--- src/rtl/fifo_order_arbiter_pkg.sv ---
// Shared definitions for the first-come-first-served arbiter family:
// tie-break mode encodings and a constant-foldable log2 helper used to
// size id and occupancy fields from the requester count.
package arb_pkg;

    // Same-cycle arrivals: lowest index first.
    localparam int TIE_FIXED  = 0;
    // Same-cycle arrivals: start after the last granted id, wrapping at N-1.
    localparam int TIE_ROTATE = 1;

    // Ceiling log2. clog2(1) = 0, clog2(2) = 1, clog2(5) = 3.
    function automatic int clog2(input int value);
        int result;
        result = 0;
        for (int i = 0; i < 31; i++) begin
            if ((1 << i) < value) begin
                result = i + 1;
            end
        end
        return result;
    endfunction

endpackage

--- src/rtl/fifo_order_arbiter_arrival_order.sv ---
// Orders the requesters that newly arrive on one edge. The output list is
// packed from slot 0: order[0] is the first arrival to be appended to the
// queue, order[count-1] the last. Slots at or beyond count read as zero.
module arrival_order
    import arb_pkg::*;
#(
    parameter int N   = 4,
    parameter int IDW = clog2(N),
    parameter int CW  = clog2(N + 1)
) (
    input  logic [N-1:0]          arrivals,
    input  logic [IDW-1:0]        start,
    input  logic                  rotate,
    output logic [N-1:0][IDW-1:0] order,
    output logic [CW-1:0]         count
);

    // Scan requesters from the chosen start index, wrapping once, and place
    // each arrival into the next free output slot.
    always_comb begin
        int base;
        int idx;
        int n;
        order = '0;
        n     = 0;
        base  = rotate ? int'(start) : 0;
        for (int k = 0; k < N; k++) begin
            idx = base + k;
            if (idx >= N) begin
                idx = idx - N;
            end
            if (arrivals[idx]) begin
                for (int j = 0; j < N; j++) begin
                    if (j == n) begin
                        order[j] = IDW'(idx);
                    end
                end
                n = n + 1;
            end
        end
        count = CW'(n);
    end

endmodule

--- src/rtl/fifo_order_arbiter.sv ---
// First-come-first-served arbiter for N level-sensitive requesters.
// Requesters join a queue when their req rises and leave it the first edge
// their req is sampled low, from any position. The queue head owns the
// grant for as long as it keeps req high; there is no timeout.
//
// Grant semantics: gnt/gnt_id/gnt_valid are decoded only from registered
// state, so a requester sees its grant one edge after its req is sampled
// and there is no combinational path from req to gnt. When the owner drops
// req, the next queued requester is granted after that same edge, with no
// idle cycle in between.
module fifo_order_arbiter
    import arb_pkg::*;
#(
    parameter int N        = 4,
    parameter int TIE_MODE = TIE_FIXED,
    parameter int IDW      = clog2(N),
    parameter int CW       = clog2(N + 1)
) (
    input  logic           clock,
    input  logic           reset,
    input  logic [N-1:0]   req,
    output logic [N-1:0]   gnt,
    output logic           gnt_valid,
    output logic [IDW-1:0] gnt_id,
    output logic [CW-1:0]  q_count
);

    // Queue storage. Each requester holds at most one slot, so N slots can
    // never overflow. Slots at or beyond count are kept at zero.
    logic [N-1:0][IDW-1:0] q;
    logic [N-1:0][IDW-1:0] q_nxt;
    logic [CW-1:0]         count;
    logic [CW-1:0]         count_nxt;
    logic [N-1:0]          in_q;
    logic [N-1:0]          in_q_nxt;
    logic [IDW-1:0]        last_id;
    logic [IDW-1:0]        last_id_nxt;

    // Arrival ordering for this edge.
    logic [N-1:0]          arrivals;
    logic [IDW-1:0]        start;
    logic [N-1:0][IDW-1:0] arr_order;
    logic [CW-1:0]         arr_count;

    // A requester arrives when it asks and is not already queued. Rotation
    // starts one past the id that currently holds (or last held) the grant.
    always_comb begin
        arrivals = req & ~in_q;
        if (int'(last_id) == N - 1) begin
            start = '0;
        end else begin
            start = last_id + IDW'(1);
        end
    end

    arrival_order #(
        .N   (N),
        .IDW (IDW),
        .CW  (CW)
    ) u_arrival_order (
        .arrivals (arrivals),
        .start    (start),
        .rotate   (TIE_MODE == TIE_ROTATE),
        .order    (arr_order),
        .count    (arr_count)
    );

    // Next queue: drop withdrawn entries and compact survivors toward slot 0
    // keeping their order, then append this edge's arrivals behind them.
    always_comb begin
        int k;
        q_nxt = '0;
        k     = 0;
        for (int pos = 0; pos < N; pos++) begin
            if (pos < int'(count) && req[q[pos]]) begin
                for (int j = 0; j < N; j++) begin
                    if (j == k) begin
                        q_nxt[j] = q[pos];
                    end
                end
                k = k + 1;
            end
        end
        for (int a = 0; a < N; a++) begin
            if (a < int'(arr_count)) begin
                for (int j = 0; j < N; j++) begin
                    if (j == k + a) begin
                        q_nxt[j] = arr_order[a];
                    end
                end
            end
        end
        count_nxt = CW'(k + int'(arr_count));
    end

    // Membership follows the queue: withdrawn ids leave, arrivals join.
    // last_id tracks the head whenever the queue is non-empty so rotation
    // resumes after the most recent owner once the queue drains.
    always_comb begin
        in_q_nxt = (in_q & req) | arrivals;
        if (count_nxt != '0) begin
            last_id_nxt = q_nxt[0];
        end else begin
            last_id_nxt = last_id;
        end
    end

    // State register; reset discards the whole queue at once.
    always_ff @(posedge clock or negedge reset) begin
        if (!reset) begin
            q       <= '0;
            count   <= '0;
            in_q    <= '0;
            last_id <= IDW'(N - 1);
        end else begin
            q       <= q_nxt;
            count   <= count_nxt;
            in_q    <= in_q_nxt;
            last_id <= last_id_nxt;
        end
    end

    // Grant decode from the registered head only.
    always_comb begin
        gnt       = '0;
        gnt_id    = '0;
        gnt_valid = (count != '0);
        q_count   = count;
        if (gnt_valid) begin
            gnt[q[0]] = 1'b1;
            gnt_id    = q[0];
        end
    end

    // Occupancy must always match the membership bitmap.
    count_matches_members: assert property (
        @(posedge clock) disable iff (!reset)
        count == CW'($countones(in_q))
    );

    // At most one requester is granted at a time.
    grant_onehot: assert property (
        @(posedge clock) disable iff (!reset)
        $onehot0(gnt)
    );

endmodule

--- config.mk ---
export PLATFORM = sky130hd
export DESIGN_NAME = fifo_order_arbiter
export DESIGN_NICKNAME = d
export VERILOG_FILES = /design/src/rtl/fifo_order_arbiter_pkg.sv /design/src/rtl/fifo_order_arbiter_arrival_order.sv /design/src/rtl/fifo_order_arbiter.sv
export SDC_FILE = /design/constraint.sdc
export NUM_CORES = 1
export LEC_CHECK = 0
export CAP_MARGIN = 20
export CORE_AREA = 2 2 93 95
export CTS_CLUSTER_SIZE = 28
export DETAILED_ROUTE_END_ITERATION = 6
export DIE_AREA = 0 0 95 97
export PLACE_DENSITY = 0.57
export SYNTH_ARGS = -nofsm -noshare
export SYNTH_HDL_FRONTEND = slang
export SYNTH_HIERARCHICAL = 1
export SYNTH_SLANG_ARGS = --single-unit
--- constraint.sdc ---
create_clock -name clock -period 11.36 [get_ports clock]
set_clock_uncertainty 0.1 [all_clocks]
set_input_delay 2.272 -clock clock [delete_from_list [all_inputs] [get_ports clock]]
set_output_delay 2.272 -clock clock [all_outputs]
set_load 0.1 [all_outputs]
==> ci_impl_report.md <==
### Flow metrics

| Metric | Value |
|---|---|
| Most repeated cell in the gate-level netlist after synthesis | `sky130_fd_sc_hd__nand2_1` |
| Dominant delay contributor by cell family on the critical path | `adder cells` |
| CP Depth | `16` |
| Data arrival, critical path | `roughly 7 ns` |
| Wire length on met3 | `between 400 and 500 um` |
| Seq share, synth | `roughly 15%` |
| Number of resized instances in the post-cts repair step | `0` |
| Library cell occupying the most area in the post-synthesis netlist | `sky130_fd_sc_hd__dfrtp_1` |
| Async S/R FF share, synth | `100.0%` |
| Number of max-slew violations in the final report | `0` |
| Area of the multi-input gates | `between 0.002 and 0.0025 sq mm` |
| Final hold viol count | `0` |
| Number of buffers inserted for hold repair after clock tree synthesis | `0` |
| Drt via density | `6.025` |
| Most crowded layer after global routing | `met1` |
| Outcome | `complete, no violations` |
| Wire length of the first global-routing pass | `12460 um` |
| Initial core utilization | `between 30% and 40%` |
| Required time reported for the critical path endpoint | `approximately 11 ns` |
| Cells along the critical path | `clkdlybuf4s50_1 > mux4_2 > and2_1 > ha_1 > inv_1 > nand3_2 > nand2_1 > ha_1 > ha_1 > o22a_2 > inv_2 > ha_1 > nor3_1 > o21ai_0 > o22a_1 > o21a_1` |
| Routed WL per cell | `roughly 17 um` |
| Drt first pass iters | `5` |
| DRC violations left | `0` |
| Clock buffer cells | `3` |
| Synthesized-area fraction occupied by and/or/nand/nor cells | `around a quarter` |
| Warnings, synthesis | `6` |
| Kind of start point of the critical path | `input pin` |
| Largest Register | `q` |
| Worst-case clock buffer depth | `2` |
| GR Util met1 | `approximately a quarter` |
| Main synth FF type | `sky130_fd_sc_hd__dfrtp_1` |
| Final global-route overflow total | `0` |
| Transition time at the pin with the least slew margin | `approximately 0.97 ns` |
| Critical path's slowest cell | `sky130_fd_sc_hd__mux4_2` |
| Chip Footprint | `between 0.009 and 0.01 sq mm` |
| Final setup slack of the worst path | `4.405 ns` |
| Met2 capacity usage during global routing | `between 20% and 30%` |
| Number of enable flip-flop cells | `0` |
| Clk latency late pin | `~0.25 ns` |
| Most common cell after layout, fill and taps aside | `sky130_fd_sc_hd__nand2_1` |
| Tally of max-capacitance violations | `0` |
| Per-instance average area after synthesis | `between 8 and 9 sq um` |
| Min-delay src | `last_id[1]$_DFFE_PN1P_` |
| Inverters | `17` |
| Synthesized instance count | `between 300 and 400` |
| Critical path capture point type | `flip-flop` |
| Area delta synth->final | `9.013%` |
| Number of cells in the yosys synthesis report | `between 300 and 400` |
| CTS buffer count | `3` |
| OpenROAD warning count | `32` |
| Number of instances in the placed design | `434` |
| Final Routed Wirelength | `between 7000 and 8000 um` |
| TritonCTS clock tree | `built` |
| Register bit total from synthesis | `17` |
| Buffers excl. clock | `16` |
| Flip-flop count of the largest register after layout | `8` |
| Worst setup slack before clock tree synthesis | `around 4.2 ns` |
| Total setup buffers inserted after CTS | `0` |
| Layout cell share with drive strength beyond 1 | `about 17%` |
| Worst setup path endpoint | `q[4]$_DFF_PN0_` |
| Count of non-filler cells in the finished layout | `438` |
| Pin count of the biggest net entering global routing | `18` |
| Post-Route Hold Slack | `0.4882 ns` |
| Total vias in the final route | `2639` |
| Maximum frequency from static timing analysis | `roughly 140 MHz` |
| Met3 Usage GRT | `about 2.2%` |
| Final Setup Violations | `0` |
| Die W | `around 95 um` |
| Area reported by Yosys stat | `0.002776 sq mm` |
| Buffers plus inverters on the worst setup path | `3` |
| Antenna Nets Post-Route | `0` |
| Worst r2r path cells | `14` |
| Routed wire length on met2 | `between 3000 and 4000 um` |
| DRT iter0 DRCs | `between 200 and 300` |
| Setup TNS | `0 ns` |
| Number of library cell types mapped by synthesis | `87` |
| Area-dominant class | `combinational gates` |
| Via count of the first global-routing pass | `between 2000 and 2500` |
| Register clock-pin slew on the reported worst setup and hold paths | `approximately 0.07 ns` |
| Floorplan Core Area | `between 0.008 and 0.009 sq mm` |
| Multiplexer share | `between 10% and 20%` |
| Chip height | `97 um` |
| Origin of the worst setup path | `req[3]` |
| Fraction of area in non-clock buffers | `under 10%` |
| Critical path start-end classification | `in -> reg` |
| Number of clock sinks | `17` |
| Final Cycle Share | `61.23%` |
| Proportion of cell area occupied by multi-input gates | `around 73%` |
| Number of tap cells inserted | `roughly 110` |
| Placement-stage cell area | `about 0.0030 sq mm` |
| Min-Delay Path Class | `reg -> reg` |
| Final critical-path required period | `6.956 ns` |
| Worst hold path endpoint | `last_id[1]$_DFFE_PN1P_` |
| Root Buffer Master | `sky130_fd_sc_hd__clkbuf_8` |
| Hold Path Stages | `3` |
| Unrepaired setup endpoints after global routing | `no` |
| Top cell type's share of synthesized area | `about 14%` |
| Nets | `between 300 and 400` |
| HPWL Detailed | `5995 um` |
| Cell Area, Synth | `between 0.002 and 0.003 sq mm` |
| Uppermost routed layer | `met4` |
| Quantity of I/O buffers inserted on ports | `15` |
| Clock-cell share of area | `under 10%` |
| Count of multi-input combinational gates | `about 280` |
| End of the worst register-to-register path | `q[4]$_DFF_PN0_` |
| Antenna diode instance count | `0` |
| And-or/or-and share of the synthesized area | `32.45%` |
| Area fraction in full adders, half adders and majority gates | `under 10%` |
| H-tree depth | `1` |
| Most used cells in the layout excluding fill and tap cells | `sky130_fd_sc_hd__nand2_1, sky130_fd_sc_hd__inv_1, sky130_fd_sc_hd__ha_1, sky130_fd_sc_hd__dfrtp_1, sky130_fd_sc_hd__clkdlybuf4s50_1` |
| Reg-to-Reg Start | `last_id[0]$_DFFE_PN1P_` |
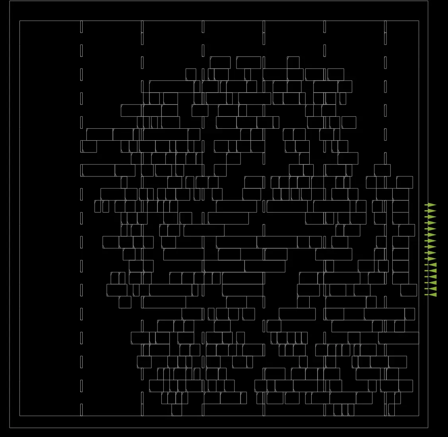
Figure 1: cell outlines without signal wires.
number of core rows: 33
count of filler cells inserted in the layout: 824

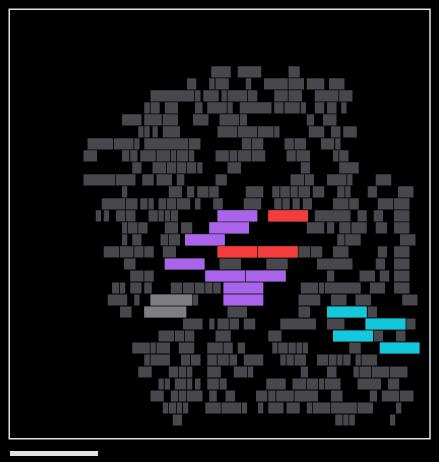
Figure 2: sequential cells coloured by netlist name.
Scale bar: 20 um. Other sequential cells in the stronger grey, the rest of the logic in the fainter grey.
| colour | signal | flops |
|---|---|---|
| red | `q_count` | 3 |
| cyan | `in_q` | 4 |
| purple | `q` | 8 |
not coloured: 2
proportion of cell area occupied by registers: 14.14%
area taken by flip-flops and latches: 427.9 sq um
Util after Layout: 37.21%

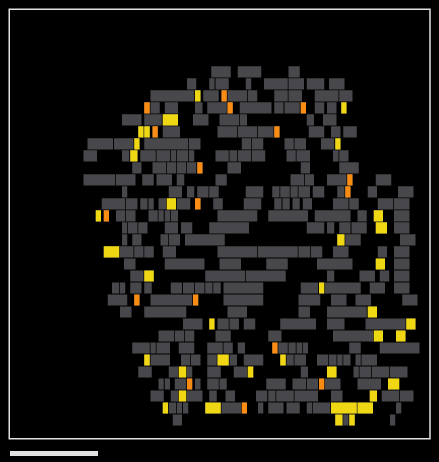
Figure 3: gate-type map.
Scale bar: 20 um.
| colour | family | cells |
|---|---|---|
| orange | inverters | 17 |
| yellow | NOR gates | 37 |

